==> src/rtl/mandel_pixel_engine_if.sv <==
// Valid/ready bundle between the pixel scanner, the Mandelbrot/Julia engine and the colour map.
// The engine is the slave: it consumes points and produces iteration results.
interface mandel_pixel_engine_if #(
  parameter int BITS      = 18,
  parameter int ITER_BITS = 8
);
  logic                  in_valid;
  logic                  in_ready;
  logic signed [BITS-1:0] point_x;
  logic signed [BITS-1:0] point_y;
  logic                  julia;
  logic signed [BITS-1:0] jc_x;
  logic signed [BITS-1:0] jc_y;
  logic [ITER_BITS-1:0]  max_iter;
  logic                  out_valid;
  logic                  out_ready;
  logic [ITER_BITS-1:0]  iter_count;
  logic                  escaped;
  logic signed [BITS-1:0] z_x;
  logic signed [BITS-1:0] z_y;

  modport master (
    output in_valid, point_x, point_y, julia, jc_x, jc_y, max_iter, out_ready,
    input  in_ready, out_valid, iter_count, escaped, z_x, z_y
  );

  modport slave (
    input  in_valid, point_x, point_y, julia, jc_x, jc_y, max_iter, out_ready,
    output in_ready, out_valid, iter_count, escaped, z_x, z_y
  );
endinterface

==> src/rtl/mandel_pixel_engine.sv <==
// Iterative single-pixel Mandelbrot/Julia engine: one z <= z^2 + c step per clock until
// |z|^2 > 4 or the per-point iteration limit, then presents count, escape flag and final z.
module mandel_pixel_engine #(
  parameter int BITS      = 18,
  parameter int ITER_BITS = 8
) (
  input logic              clk,
  input logic              rst,
  mandel_pixel_engine_if.slave bus
);

  localparam int F  = BITS - 3;
  localparam int PW = 2 * BITS;
  // Wide enough that 2*x*y at x=y=-4 plus cy cannot wrap before saturation.
  localparam int SW = BITS + 4;

  localparam logic signed [PW:0]   FOUR   = (PW+1)'(64'sd1 <<< (2*F + 2));
  localparam logic signed [SW-1:0] SAT_HI = SW'((64'sd1 <<< (BITS-1)) - 64'sd1);
  localparam logic signed [SW-1:0] SAT_LO = SW'(-(64'sd1 <<< (BITS-1)));

  typedef enum logic [1:0] {IDLE, RUN, DONE} state_t;

  state_t state, state_nxt;

  logic signed [BITS-1:0] zx, zy, cx, cy;
  logic [ITER_BITS-1:0]   n, limit;
  logic [ITER_BITS-1:0]   iter_count_r;
  logic                   escaped_r;
  logic signed [BITS-1:0] zout_x, zout_y;

  logic signed [PW-1:0]   xx, yy, xy;
  logic signed [PW:0]     mag, diff;
  logic signed [SW-1:0]   xn_wide, yn_wide;
  logic signed [BITS-1:0] xn, yn;
  logic                   escape, at_limit, accept;

  function automatic logic signed [BITS-1:0] sat(input logic signed [SW-1:0] v);
    if (v > SAT_HI) return BITS'(SAT_HI);
    if (v < SAT_LO) return BITS'(SAT_LO);
    return BITS'(v);
  endfunction

  // Exact products; arithmetic right shifts give floor of the scaled results.
  assign xx      = PW'(zx) * PW'(zx);
  assign yy      = PW'(zy) * PW'(zy);
  assign xy      = PW'(zx) * PW'(zy);
  assign mag     = (PW+1)'(xx) + (PW+1)'(yy);
  assign diff    = (PW+1)'(xx) - (PW+1)'(yy);
  assign xn_wide = SW'(diff >>> F) + SW'(cx);
  assign yn_wide = SW'(xy >>> (F-1)) + SW'(cy);
  assign xn      = sat(xn_wide);
  assign yn      = sat(yn_wide);

  assign escape   = (mag > FOUR);
  assign at_limit = (n == limit);

  assign bus.in_ready   = (state == IDLE) || ((state == DONE) && bus.out_ready);
  assign accept         = bus.in_valid && bus.in_ready;
  assign bus.out_valid  = (state == DONE);
  assign bus.iter_count = iter_count_r;
  assign bus.escaped    = escaped_r;
  assign bus.z_x        = zout_x;
  assign bus.z_y        = zout_y;

  always_ff @(posedge clk or posedge rst) begin
    if (rst) state <= IDLE;
    else     state <= state_nxt;
  end

  // A point accepted in DONE (result handed off on the same edge) goes straight back to RUN.
  always_comb begin
    state_nxt = state;
    unique case (state)
      IDLE: if (accept) state_nxt = RUN;
      RUN:  if (escape || at_limit) state_nxt = DONE;
      DONE: begin
        if (accept)             state_nxt = RUN;
        else if (bus.out_ready) state_nxt = IDLE;
      end
      default: state_nxt = IDLE;
    endcase
  end

  always_ff @(posedge clk or posedge rst) begin
    if (rst) begin
      zx           <= '0;
      zy           <= '0;
      cx           <= '0;
      cy           <= '0;
      n            <= '0;
      limit        <= '0;
      iter_count_r <= '0;
      escaped_r    <= 1'b0;
      zout_x       <= '0;
      zout_y       <= '0;
    end else if (accept) begin
      cx    <= bus.julia ? bus.jc_x : bus.point_x;
      cy    <= bus.julia ? bus.jc_y : bus.point_y;
      zx    <= bus.julia ? bus.point_x : '0;
      zy    <= bus.julia ? bus.point_y : '0;
      n     <= '0;
      limit <= bus.max_iter;
    end else if (state == RUN) begin
      if (escape || at_limit) begin
        escaped_r    <= escape;
        iter_count_r <= n;
        zout_x       <= zx;
        zout_y       <= zy;
      end else begin
        zx <= xn;
        zy <= yn;
        n  <= n + ITER_BITS'(1);
      end
    end
  end

endmodule

==> src/flat_wrapper.sv <==
// flat-port wrapper written by rule: the top's interface ports become plain ports
module mandel_pixel_engine_flat 
#(
  parameter int BITS      = 18,
  parameter int ITER_BITS = 8
)
  (clk, rst, bus_in_valid, bus_point_x, bus_point_y, bus_julia, bus_jc_x, bus_jc_y, bus_max_iter, bus_out_ready, bus_in_ready, bus_out_valid, bus_iter_count, bus_escaped, bus_z_x, bus_z_y);
  mandel_pixel_engine_if #(.BITS(BITS), .ITER_BITS(ITER_BITS)) bus_i ();
  input logic clk;
  input logic rst;
  input wire logic [$bits(bus_i.in_valid)-1:0] bus_in_valid;
  input wire logic [$bits(bus_i.point_x)-1:0] bus_point_x;
  input wire logic [$bits(bus_i.point_y)-1:0] bus_point_y;
  input wire logic [$bits(bus_i.julia)-1:0] bus_julia;
  input wire logic [$bits(bus_i.jc_x)-1:0] bus_jc_x;
  input wire logic [$bits(bus_i.jc_y)-1:0] bus_jc_y;
  input wire logic [$bits(bus_i.max_iter)-1:0] bus_max_iter;
  input wire logic [$bits(bus_i.out_ready)-1:0] bus_out_ready;
  output wire logic [$bits(bus_i.in_ready)-1:0] bus_in_ready;
  output wire logic [$bits(bus_i.out_valid)-1:0] bus_out_valid;
  output wire logic [$bits(bus_i.iter_count)-1:0] bus_iter_count;
  output wire logic [$bits(bus_i.escaped)-1:0] bus_escaped;
  output wire logic [$bits(bus_i.z_x)-1:0] bus_z_x;
  output wire logic [$bits(bus_i.z_y)-1:0] bus_z_y;
  assign bus_i.in_valid = bus_in_valid;
  assign bus_i.point_x = bus_point_x;
  assign bus_i.point_y = bus_point_y;
  assign bus_i.julia = bus_julia;
  assign bus_i.jc_x = bus_jc_x;
  assign bus_i.jc_y = bus_jc_y;
  assign bus_i.max_iter = bus_max_iter;
  assign bus_i.out_ready = bus_out_ready;
  assign bus_in_ready = bus_i.in_ready;
  assign bus_out_valid = bus_i.out_valid;
  assign bus_iter_count = bus_i.iter_count;
  assign bus_escaped = bus_i.escaped;
  assign bus_z_x = bus_i.z_x;
  assign bus_z_y = bus_i.z_y;
  mandel_pixel_engine #(.BITS(BITS), .ITER_BITS(ITER_BITS)) u_core (.clk(clk), .rst(rst), .bus(bus_i));
endmodule
==> config.mk <==
export PLATFORM = sky130hd
export DESIGN_NAME = mandel_pixel_engine_flat
export DESIGN_NICKNAME = d
export VERILOG_FILES = /design/src/rtl/mandel_pixel_engine_if.sv /design/src/rtl/mandel_pixel_engine.sv /design/src/flat_wrapper.sv
export SDC_FILE = /design/constraint.sdc
export NUM_CORES = 2
export LEC_CHECK = 0
export ABC_AREA = 1
export CAP_MARGIN = 20
export CORE_MARGIN = 2
export CORE_UTILIZATION = 65
export DETAILED_ROUTE_END_ITERATION = 12
export DONT_BUFFER_PORTS = 1
export GPL_ROUTABILITY_DRIVEN = 1
export PLACE_DENSITY = 0.86
export SYNTH_ARGS = -nofsm -noshare
export SYNTH_HDL_FRONTEND = slang
export SYNTH_SLANG_ARGS = --single-unit
==> constraint.sdc <==
create_clock -name clk -period 26.5 [get_ports clk]
set_clock_uncertainty 0.2 [all_clocks]
set_input_delay 3.975 -clock clk [delete_from_list [all_inputs] [get_ports clk]]
set_output_delay 3.975 -clock clk [all_outputs]
set_load 0.005 [all_outputs]
util_map.png
27 x 27 tiles, from black (low) to pale yellow (high), 0 to 100% covered.
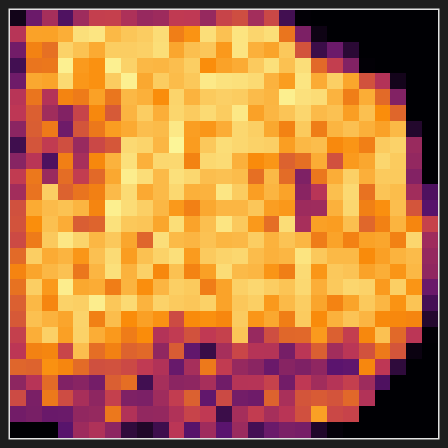
8.5% of the tiles are nearly empty. 49% of the tiles are over 75% full. The fullest tile reaches 98%. The mean over all tiles is 63%.
core region area: 71700 um2
FP Core Util: 65.8%
post-layout util: 67.6%

pinout.png
Bar = 100 um. Pins as bars across the die edge, other pins in gray.
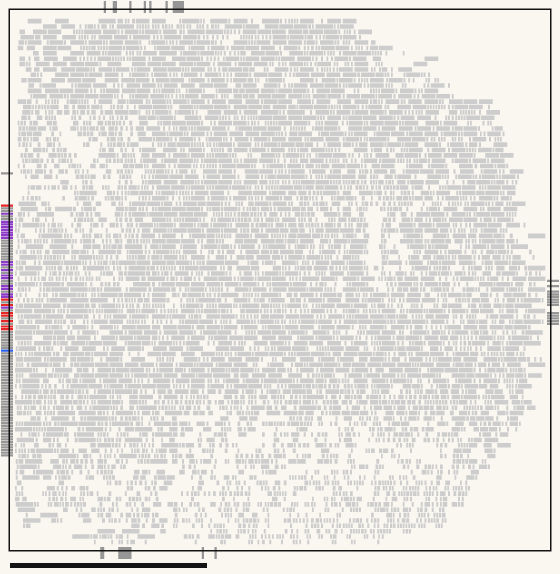
Purple is bus_point_y, pins 18, direction input, edge left. Blue is bus_out_ready, pins 1, direction input, edge left. Red is bus_iter_count, pins 8, direction output, edge left.
All pins by edge: 95 left, 13 right, 13 top, 11 bottom.
Chip Width: 274 um
Die Y-Extent: 274 um
number of buffers added on ports: 0

congestion_map.png
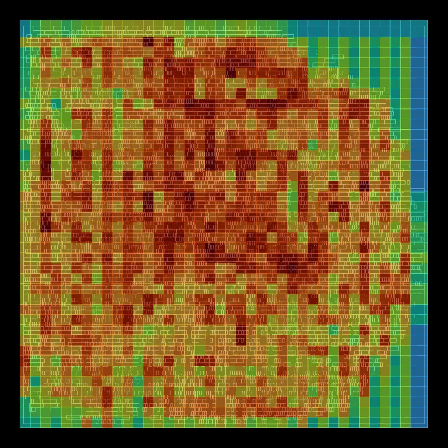
M3 GR Usage: 9.88%
Routed wire per std cell: 19.2 um
gr usage total: 37.4%
met2 Use GR: 58.4%

==> out/results.ini <==
[outcome]
status=finished, final reports clean

[detailed_routing]
routed_wl_um=134000
wl_met2_um=60900
met1_length_um=50200
drcViolationCount=0
drt_pass1_iterations=5

[final_layout]
buffers=47
ff_latch_area_um2=3380
seq_share_pct=6.97
syn2layout_area_growth_pct=2.70
lay_top_count=inv_1
largest_cell_class=combinational gates
bufAreaShareNonClock_pct=0.727
comb_area_share_pct=75.4
fillerInstances=5759
final_cell_mix=inv_1, nand2_1, fa_1, ha_1, nor2_1
antenna_cells=1

[synthesis]
syn_avg_cell_area_um2=7.65
edf_count=0
synthFlopType=dfrtp_1
syn-num-nets=7592
synth_cell_type_count=48
top_area_cell=fa_1
ys_seq_share_pct=7.15
syn_area_um2=47200

[clock_network]
tritoncts=done
numClockSinks=135
cts_buffers=17
cts-resized-gates=0
clk_latency_ns=0.51
root_buffer=clkbuf_16

[sta]
clock.fmax_ghz=0.0783
period_used_pct=48.2
rsz0062_at_grt=false

[critical_path]
rrSetupSlack_ns=13.73
startpoint_type=flip-flop
endpoint_kind=flip-flop
reg2reg_from=u_core.zx[1]$_DFFE_PP0P_
path_common_cell=nand2_1
critPathMaxStageDelay_ns=0.66
crit_arrival_ns=12.96
cp_slowest_cell=dfrtp_1

[floorplanning]
rows=98

[job]
maxCapViolCount=0

class_map.png
Bar = 100 um. Fill, decap, tap and diode cells in gray.
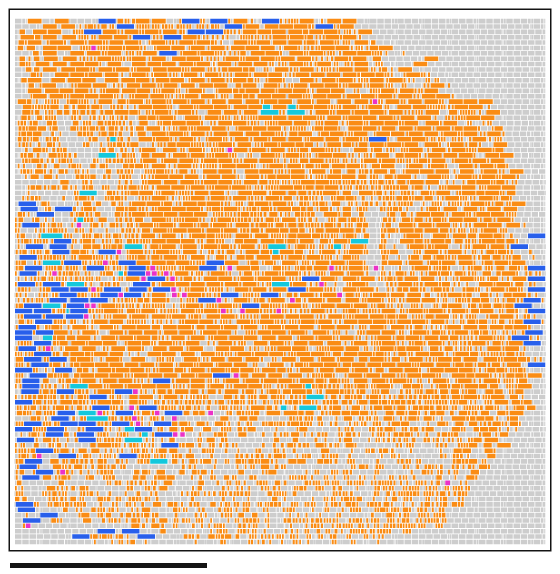
Magenta is remaining buffers and delay cells, cells 47, share of their area 0.75%. Orange is remaining logic cells, cells 5826, share of their area 91%. Cyan is clock drivers and dummy loads, cells 32, share of their area 1.3%. Blue is registers, cells 135, share of their area 7.1%.

layers.png
Bar = 100 um. Two of the layers only.
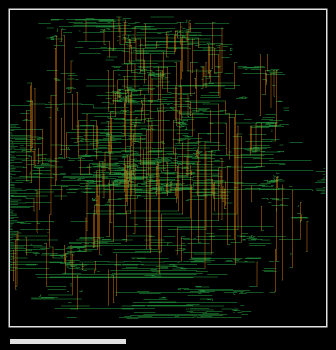
Orange is M4, wire length 7790 um. Green is M3, wire length 15100 um.

-- cells by family after synthesis --
kind of cell	Yosys count	synth area share (%)
AOI/OAI and AO/OA	503	5.99
xor gates and xnor gates	203	3.76
adders and majority gates	1332	50.1
buffers and inverters	1916	15.4
DFF	135	7.15
and+or+nand+nor	2086	17.6
-- stage by stage --
stage               cell area [um2]  utilization, %  hold slack, ns  instances
floorplan                     47200               -           0.255       6175
global placement              47900            66.8           0.276       6958
detailed placement            47900            66.8           0.283       6958
CTS                           48500            67.6           0.301       6990
global route                  48500            67.6           0.320       6990
finish                        48500            67.6           0.300       6991
